**config.mk**
```make
export PLATFORM = sky130hd
export DESIGN_NAME = commit_arbiter
export DESIGN_NICKNAME = d
export VERILOG_FILES = /design/src/rtl/commit_arbiter.sv
export SDC_FILE = /design/constraint.sdc
export NUM_CORES = 1
export LEC_CHECK = 0
export ABC_AREA = 1
export ABC_CLOCK_PERIOD_IN_PS = 2600
export CORE_MARGIN = 8
export CORE_UTILIZATION = 36
export CTS_CLUSTER_SIZE = 14
export DETAILED_ROUTE_END_ITERATION = 16
export MAX_ROUTING_LAYER = met4
export PLACE_DENSITY = 0.84
export SYNTH_ARGS = -nofsm -noshare
export SYNTH_HDL_FRONTEND = slang
export SYNTH_SLANG_ARGS = --single-unit
```
**constraint.sdc**
```tcl
create_clock -name clk -period 2.6 [get_ports clk]
set_input_delay 0.65 -clock clk [delete_from_list [all_inputs] [get_ports clk]]
set_output_delay 0.65 -clock clk [all_outputs]
set_load 0.05 [all_outputs]
```
**src/rtl/commit_arbiter.sv**
```systemverilog
// rtl/commit_arbiter.sv - round-robin commit arbiter retiring execution-unit results to the register file
// Optional statistics counters enabled by defining COMMIT_ARBITER_STATS_EN.
package core_config_pkg;
  parameter int XLEN       = 32;
  parameter int REG_ADDR_W = 5;
endpackage

module commit_arbiter #(
  parameter int NUM_UNITS  = 4,
  parameter int XLEN       = core_config_pkg::XLEN,
  parameter int REG_ADDR_W = core_config_pkg::REG_ADDR_W
) (
  input  logic                            clk,
  input  logic                            rst,
  input  logic [NUM_UNITS*XLEN-1:0]       u_res,
  input  logic [NUM_UNITS*REG_ADDR_W-1:0] u_rd,
  input  logic [NUM_UNITS-1:0]            u_valid,
  input  logic [NUM_UNITS-1:0]            u_error,
  input  logic [NUM_UNITS-1:0]            u_req,
  output logic [NUM_UNITS-1:0]            u_clear,
  output logic                            wb_we,
  output logic [REG_ADDR_W-1:0]           wb_addr,
  output logic [XLEN-1:0]                 wb_data,
  output logic                            exc_valid,
  output logic [$clog2(NUM_UNITS)-1:0]    exc_unit,
  output logic [REG_ADDR_W-1:0]           exc_rd,
  input  logic                            exc_ack,
`ifdef COMMIT_ARBITER_STATS_EN
  output logic [31:0]                     stat_commits,
  output logic [31:0]                     stat_conflicts,
`endif
  output logic                            halted
);

  localparam int UW = $clog2(NUM_UNITS);

  typedef enum logic {RUN, HALT} state_t;

  state_t                 state;
  logic [UW-1:0]          ptr;
  logic [UW-1:0]          gnt;
  logic [UW-1:0]          ptr_next;
  logic [NUM_UNITS-1:0]   mask;
  logic [NUM_UNITS-1:0]   cand;
  logic [NUM_UNITS-1:0]   gnt_onehot;
  logic                   found;
  logic [REG_ADDR_W-1:0]  sel_rd;
  logic [XLEN-1:0]        sel_res;
  logic                   sel_err;

  // The unit granted last cycle still holds req while its clear is in flight, so it is masked.
  always_comb begin
    cand  = u_req & u_valid & ~mask;
    found = 1'b0;
    gnt   = '0;
    for (int i = 0; i < NUM_UNITS; i++) begin
      if (!found && cand[i] && (UW'(i) >= ptr)) begin
        found = 1'b1;
        gnt   = UW'(i);
      end
    end
    for (int i = 0; i < NUM_UNITS; i++) begin
      if (!found && cand[i]) begin
        found = 1'b1;
        gnt   = UW'(i);
      end
    end
    gnt_onehot = NUM_UNITS'(1) << gnt;
    ptr_next   = (gnt == UW'(NUM_UNITS - 1)) ? '0 : gnt + 1'b1;
    sel_rd     = u_rd[gnt*REG_ADDR_W +: REG_ADDR_W];
    sel_res    = u_res[gnt*XLEN +: XLEN];
    sel_err    = u_error[gnt];
  end

  always_ff @(posedge clk) begin
    if (rst) begin
      state     <= RUN;
      ptr       <= '0;
      mask      <= '0;
      u_clear   <= '0;
      wb_we     <= 1'b0;
      wb_addr   <= '0;
      wb_data   <= '0;
      exc_valid <= 1'b0;
      exc_unit  <= '0;
      exc_rd    <= '0;
      halted    <= 1'b0;
`ifdef COMMIT_ARBITER_STATS_EN
      stat_commits   <= '0;
      stat_conflicts <= '0;
`endif
    end else begin
      u_clear <= '0;
      wb_we   <= 1'b0;
      wb_addr <= '0;
      wb_data <= '0;
      case (state)
        RUN: begin
          mask <= '0;
`ifdef COMMIT_ARBITER_STATS_EN
          if ((cand & (cand - 1'b1)) != '0) stat_conflicts <= stat_conflicts + 32'd1;
`endif
          if (found) begin
            u_clear <= gnt_onehot;
            mask    <= gnt_onehot;
            ptr     <= ptr_next;
            if (sel_err) begin
              exc_valid <= 1'b1;
              exc_unit  <= gnt;
              exc_rd    <= sel_rd;
              halted    <= 1'b1;
              state     <= HALT;
            end else begin
              wb_we   <= (sel_rd != '0);
              wb_addr <= sel_rd;
              wb_data <= sel_res;
`ifdef COMMIT_ARBITER_STATS_EN
              stat_commits <= stat_commits + 32'd1;
`endif
            end
          end
        end
        HALT: begin
          mask <= '0;
          if (exc_ack) begin
            exc_valid <= 1'b0;
            halted    <= 1'b0;
            state     <= RUN;
          end
        end
        default: state <= RUN;
      endcase
    end
  end

endmodule

```
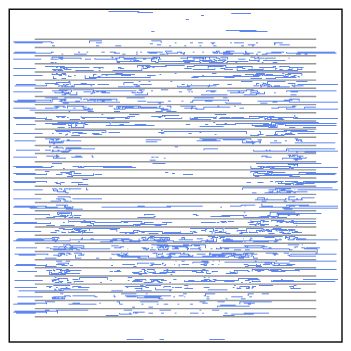
(run_1/met1.png)
Scale: 3 px per µm. Supply wires on this layer in gray.
The longest straight run is 29.9 µm. The layer carries 4730 µm of wire. The wires run mostly horizontal. The layer holds 40% of the routed length. 715 nets have wire on it.
total wirelength of the detailed-routed design: 11900 µm
Global Route met1 Usage: 0.197

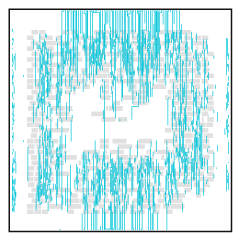
(run_1/met2.png)
Scale: 2 px per µm.
658 nets have wire on it. The longest straight run is 42.8 µm. The wires run mostly vertical. The layer carries 6100 µm of wire. The layer holds 51% of the routed length.
vias after detailed routing: 3685
met2 Track Usage GR: 0.340

==> results.txt, run 1 <==
This note records the results obtained with Yosys and OpenROAD.

Synthesis
The post-synth register bit count is between 50 and 60. The cell count after synthesis is 428.

STA
Across all hold checks on the routed design, the worst slack comes to around 500 ps. The final timing summary puts the cycle share of the worst path at 0.891. The worst relative slew slack is 0.630.

Status
The flow ran to the end, and the final reports show no timing, DRC or antenna violations.

Placement
According to the dpl log, the detail-placed design has an HPWL of approximately 9800 µm.

Clock tree
The number of clock sinks is between 50 and 60. CTS reports a maximum clock tree buffer depth of 2. Clock latency on the worst-skew pair, taken at its later pin, is 300 ps.

Counting the buffers created by CTS gives 5.

Final layout
Summing all flip-flop and latch instances after layout gives 0.00106 mm². The number of antenna repair diodes is 0. Between the synthesized netlist and the finished layout, the area growth was recorded as 75.4%.

Floorplan
According to the floorplan report, the placeable core area is 0.00868 mm².

Worst setup path
STA lists the maximum fanout along the critical path as 25. The data arrival time reported for the critical path is 2510 ps. The critical path endpoint has a required time of 2790 ps.

The critical path goes through clkdlybuf4s50_1, nand2_1, nor2_2, nand2_1, buf_4, nand2_2, nand2_4, inv_2, buf_12, nand2_1, nand3_1, nand2_1, o21ai_0, nor2_1.

Routing
The wire length on met3 is 748 µm. The length of the first detailed-routing pass in iterations is 5.

GRT
The initial antenna violation count is 0. The final global-route overflow total is 0.

Pwr
The total leakage power is 2.11 nW.

Hold path
In the hold report, the worst path ends at state.

Flow run
Across the run, the number of max-cap violations was 0.
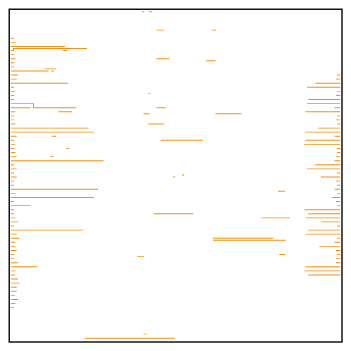
(run_1/met3.png)
Scale: 3 px per µm.
The layer carries 749 µm of wire. The wires run mostly horizontal.

run 1: logic make-up after synthesis:
kind of cell	Yosys count	share of synthesized area
compound gates	81	0.232
simple gates	229	0.335
flops	53	0.331
buf+inv	65	0.102
run 1: flip-flops by register name, indices dropped and copies added (netlist names):
register / cells
state: 1
wb_addr: 5
u_clear: 4
halted: 1
wb_we: 1
wb_data: 32
exc_unit: 2
ptr: 2
exc_rd: 5
run 1: power by group:
part           leakage [nW]  switching, W  internal (W)  total [W]
combinational          1.62       0.00127      0.000826    0.00209
sequential            0.434     0.0000563      0.000953    0.00101
clock                0.0542      0.000260      0.000241   0.000501
run 1: layout make-up:
type                       count  share of cell area
sequential                    53               0.188
tap                          108              0.0240
clock buffer                   7              0.0171
multi-input combinational    310               0.325
clock inverter                 1            0.000889
timing repair buffer         235               0.424
inverter                      32              0.0213
run 1: Yosys cell counts:
library cell / count
a21oi_1: 8
nand3b_1: 7
nor2_2: 2
o21ai_0: 41
buf_8: 1
buf_2: 20
dfxtp_1: 53
nand3_1: 82
nand3_4: 1
a31oi_4: 20
nor2_1: 89
nor3_1: 3
nand2_2: 9
buf_4: 4
buf_6: 2
inv_2: 5
buf_12: 1
nand3b_2: 1
nor2_4: 2
clkbuf_1: 5
nand2_1: 30
nand3_2: 2
a31oi_1: 12
nand2_4: 1
inv_1: 27
run 1: worst max-delay path, delay by kind of cell:
kind                   cells  cell delay [ps]
AND/OR/NAND/NOR            9              760
buffers and inverters      4              890
AND-OR/OR-AND              1              190
run 1: stage by stage:
step / setup WS (ps) / TNS [ps] / cells
finish: 282 / 0 / 746
global route: 136 / 0 / 746
CTS: 298 / 0 / 746
detailed placement: -23.4 / -125 / 738
global placement: 47.2 / 0 / 738
floorplan: 488 / 0 / 428
==> run_1/met4.png <==
Scale: 3 px per µm. Supply wires on this layer in gray.
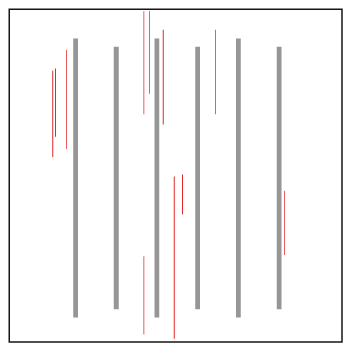

==> run 1 -> run 2 <==
--- a/config.mk
+++ b/config.mk
@@ -9,8 +9,9 @@
 export ABC_CLOCK_PERIOD_IN_PS = 2600
 export CORE_MARGIN = 8
 export CORE_UTILIZATION = 36
-export CTS_CLUSTER_SIZE = 14
+export CTS_CLUSTER_SIZE = 28
 export DETAILED_ROUTE_END_ITERATION = 16
+export GPL_TIMING_DRIVEN = 0
 export MAX_ROUTING_LAYER = met4
 export PLACE_DENSITY = 0.84
 export SYNTH_ARGS = -nofsm -noshare
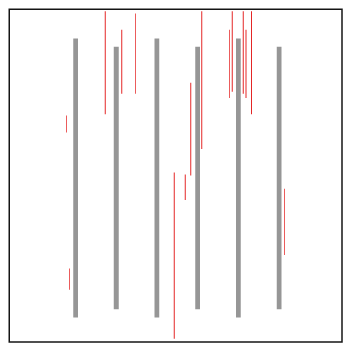
(run_2/met4.png)
Scale: 3 px per µm. Supply wires on this layer in gray.
The layer holds 2.8% of the routed length. The longest straight run is 55.1 µm. 14 nets have wire on it. The wires run mostly vertical.

==> results.txt, run 2 <==
This note records the results obtained with Yosys and OpenROAD.

Final layout
From synthesis to final layout, the design area changed by 75.9%. The flip-flop count of the largest register after layout was 32 (unchanged). The register containing the most flip-flops in the final layout is wb_data. In the final layout, the registers with the most flip-flops are wb_data: 32 flops, exc_rd: 5 flops, wb_addr: 5 flops. The sequential standard cell area is 0.00106 mm² (unchanged).

Routing
The routed via count is 3890 (+5.6%). The total wire length after detailed routing is 13600 µm (+15%). The length of the first detailed-routing pass in iterations was 4 (-1).

Clock tree
The number of clock sinks came to 53 (unchanged). The later-pin clock latency in the skew report is 300 ps (about the same). The number of buffers inserted during clock tree synthesis is 5 (unchanged). The clock tree buffer depth is 2 (unchanged).

Pwr
The internal power component came to 0.00214 W (+5.9%). Ranked by power, first place goes to combinational cells. The power dissipated by switching net loads is 0.00166 W (+5.0%). The fraction of power consumed by combinational cells came to 0.560 (-0.021). The net switching fraction of the power is 0.437 (-0.00213). The clock network fraction of design power came to 0.174 (+0.035).

The part of the total power dissipated in sequential elements was 0.266 (-0.014). The total leakage power is 2.14 nW (+1.4%).

GRT
The final global-route overflow total is 0 (unchanged).

STA
The final clock period utilization by the worst path is 0.933 (+0.0413). The worst relative slew slack is 0.628 (-0.00222).

Worst setup path
The worst path arrival time is 2610 ps (+100 ps). The biggest fanout along the worst timing path is 10 (-60%). The count of buffer and inverter cells on the critical path was 3 (-1).

Synthesis
The post-synth tally of flip-flops with integrated enable came to 0 (unchanged). The register bit count reported by yosys is 53 (unchanged). After synthesis, the most frequently instantiated cells are nor2_1 (89), nand3_1 (82), dfxtp_1 (53). Post-synth the commonest register cell is dfxtp_1.

The cell count after synthesis is 428 (unchanged).

Placement
The placed wire-length estimate is 11300 µm (+15%).

Status
The run finished with clean final reports.
==> run 2: metrics by stage <==
step | instance area [µm²] | std cells | setup slack [ps]
2_1_floorplan | 3210 | 428 | 488
3_3_place_gp | 5480 | 749 | -213
3_5_place_dp | 5480 | 749 | -311
4_1_cts | 5610 | 757 | 21.9
5_1_grt | 5650 | 757 | 5.61
6_report | 5650 | 757 | 175
==> run 2: what timing repair did <==
action,in CTS,in global routing
setup endpoints to repair,0,29
resized,0,24
hold buffers,0,0
==> run 2: final cells by class <==
cell class / count / share of cell area
inverter: 32 / 0.0222
clock buffer: 5 / 0.0122
clock inverter: 3 / 0.0115
buffer: 33 / 0.0412
timing repair buffer: 213 / 0.378
multi-input combinational: 310 / 0.324
tap: 108 / 0.0239
sequential: 53 / 0.188
==> run 2: path summary, 6_finish.rpt <==
| path | from | endpoint | slack, ps | cells past startpoint |
|---|---|---|---|---|
| worst max register to register | ptr[1] | wb_data[6] | 640 | 10 |
| worst min register to register | state | state | 470 | 2 |
| worst max-delay path | u_valid[0] | wb_data[1] | 170 | 12 |
| worst min-delay path | state | state | 470 | 2 |
==> run 2: layer usage <==
layer | vias up | GRT usage | routed length (µm)
met1 | 1785 | 0.225 | 5250
met5 | - | - | 0
li1 | 1877 | - | -
met4 | 0 | 0.0847 | 387
met3 | 31 | 0.0460 | 986
met2 | 197 | 0.391 | 7000
==> run 2: cells by family after synthesis <==
logic type	after synthesis	share of synthesized area
flops	53	0.331
simple gates	229	0.335
compound gates	81	0.232
buf+inv	65	0.102
==> run 2: tightest hold or removal path, stage by stage, from the launching register on <==
cell and delay, ps:
dfxtp_1 320, nand2_1 60, a21oi_1 50
==> run_2/met1.png <==
Scale: 3 px per µm. Supply wires on this layer in gray.
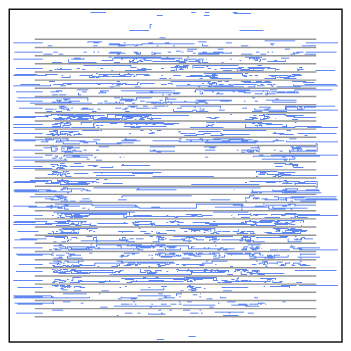

==> run 2 -> run 3 <==
--- a/config.mk
+++ b/config.mk
@@ -12,8 +12,8 @@
 export CTS_CLUSTER_SIZE = 28
 export DETAILED_ROUTE_END_ITERATION = 16
 export GPL_TIMING_DRIVEN = 0
-export MAX_ROUTING_LAYER = met4
 export PLACE_DENSITY = 0.84
+export SETUP_SLACK_MARGIN = 0.2
 export SYNTH_ARGS = -nofsm -noshare
 export SYNTH_HDL_FRONTEND = slang
 export SYNTH_SLANG_ARGS = --single-unit
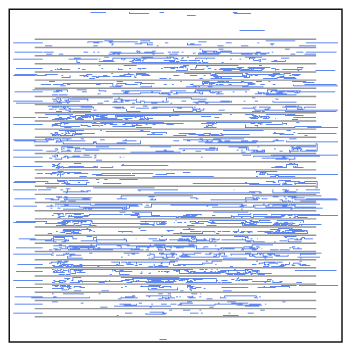
(run_3/met1.png)
Scale: 3 px per µm. Supply wires on this layer in gray.
The layer carries 5280 µm of wire. 740 nets have wire on it. The longest straight run is 45.5 µm. The wires run mostly horizontal.

==> results.txt, run 3 <==
This note records the results obtained with Yosys and OpenROAD.

Pwr
The fraction of power consumed by combinational cells is 0.570 (+0.010). The power dissipated by switching net loads was 0.00170 W (+2.3%). The total leakage power is 2.27 nW (+5.9%). The part of the total power dissipated in sequential elements is 0.259 (-0.007).

The net switching fraction of the power was 0.436 (-0.00128). The internal power component is 0.00220 W (+2.9%). The clock network fraction of design power is 0.170 (-0.004).

Worst setup path
The worst path arrival time is 2530 ps (-80 ps). The kind of launch point of the worst setup path is an input port. The count of buffer and inverter cells on the critical path is 3 (unchanged).

The biggest fanout along the worst timing path is 10 (unchanged).

STA
The final clock period utilization by the worst path came to 0.898 (-0.0349). The worst relative slew slack is 0.626 (-0.00235). The upper clock frequency limit is approximately 430 MHz. The slack of the critical path is 266 ps (+90.7 ps).

Final layout
The total non-filler cell area in the finished layout is 0.00582 mm² (+3.0%). The largest registers in the layout are wb_data: 32 flops, exc_rd: 5 flops, wb_addr: 5 flops. The share of layout cells above drive strength 1 is 0.158. The final instance count without filler cells came to 766 (+1.2%).

The flip-flop count of the largest register after layout is 32 (unchanged). The register containing the most flip-flops in the final layout is wb_data. The post-synthesis to final-layout area growth is 81.3%.

Routing
The post-route met1 wirelength came to 5280 µm (+0.53%). The total wire length after detailed routing was 14000 µm (+2.7%). The length of the first detailed-routing pass in iterations came to 4 (unchanged). The wire length on met3 is 1090 µm (+10%). The uppermost signal routing layer after detailed routing is met4. The routed via count is 3922 (+0.82%).

Clock tree
The later-pin clock latency in the skew report was 300 ps (about the same). The number of clock sinks is 53 (unchanged). The number of buffers inserted during clock tree synthesis is 5 (unchanged). The clock tree buffer depth is 2 (unchanged).

Synthesis
The synthesized chip area reported by yosys is 0.00321 mm². The cell count after synthesis is 428 (unchanged). The register bit count reported by yosys is 53 (unchanged). The most used flip-flop cell after synthesis is dfxtp_1. Ranked by instance count, the synthesized netlist is headed by nor2_1 (89), nand3_1 (82), dfxtp_1 (53). The post-synth tally of flip-flops with integrated enable is 0 (unchanged).

Placement
The placed cell count is 749 (unchanged). The placed wire-length estimate came to 11300 µm (unchanged). The cell area reported after detailed placement was 0.00548 mm² (unchanged).

GRT
The wire length of the first global-routing pass is 21600 µm. The final global-route overflow total is 0 (unchanged).

Status
The run finished with clean final reports.
run 3: cell counts after synthesis:
No cell type changed its count.
run 3: worst paths after layout:
path / from / to / slack (ps) / cells past startpoint
worst max-delay path: u_req[2] / wb_data[0] / 270 / 12
worst max register to register: ptr[1] / wb_data[6] / 670 / 10
worst min-delay path: state / state / 470 / 2
worst min register to register: state / state / 470 / 2
run 3: power groups by stage:
stage	combinational, W	sequential, W	clock (W)
finish	0.00222	0.00101	0.000665
global route	0.00237	0.00102	0.000703
CTS	0.00219	0.00101	0.000676
detailed placement	0.00211	0.00103	0
global placement	0.00206	0.00102	0
floorplan	0.000883	0.00148	0
run 3: routing by layer:
metal / GRT usage / vias to the layer above
li1: - / 1897
met1: 0.219 / 1800
met2: 0.399 / 194
met3: 0.0649 / 31
met4: 0.0856 / 0
met5: 0 / -
run 3: logic make-up (layout without fill, tap and decap cells):
| family | after synthesis | after routing | synth area share |
|---|---|---|---|
| compound gates | 81 | 81 | 0.232 |
| buf+inv | 65 | 295 | 0.102 |
| flops | 53 | 53 | 0.331 |
| simple gates | 229 | 229 | 0.335 |
run 3: cell type report:
type / instances / area [µm²] / area share
tap: 108 / 135 / 0.0232
timing repair buffer: 222 / 2230 / 0.384
inverter: 32 / 123 / 0.0211
buffer: 33 / 258 / 0.0443
sequential: 53 / 1060 / 0.182
clock inverter: 3 / 65.1 / 0.0112
clock buffer: 5 / 68.8 / 0.0118
multi-input combinational: 310 / 1880 / 0.322
run 3: what timing repair did:
item                                    CTS  global route
hold buffers                              0             0
endpoints found under the setup margin   29            30
gates resized                            28            34
gates cloned                              1             0
pin swaps                                 3            14
setup buffers                             6             2
run 3: tightest hold or removal path, delay by kind of cell, from the launching register on:
family	cells	cell delay, ps
compound gates	1	50
simple gates	1	60
flops	1	320
No activity file was given, so power comes from the tool's default toggle rates.
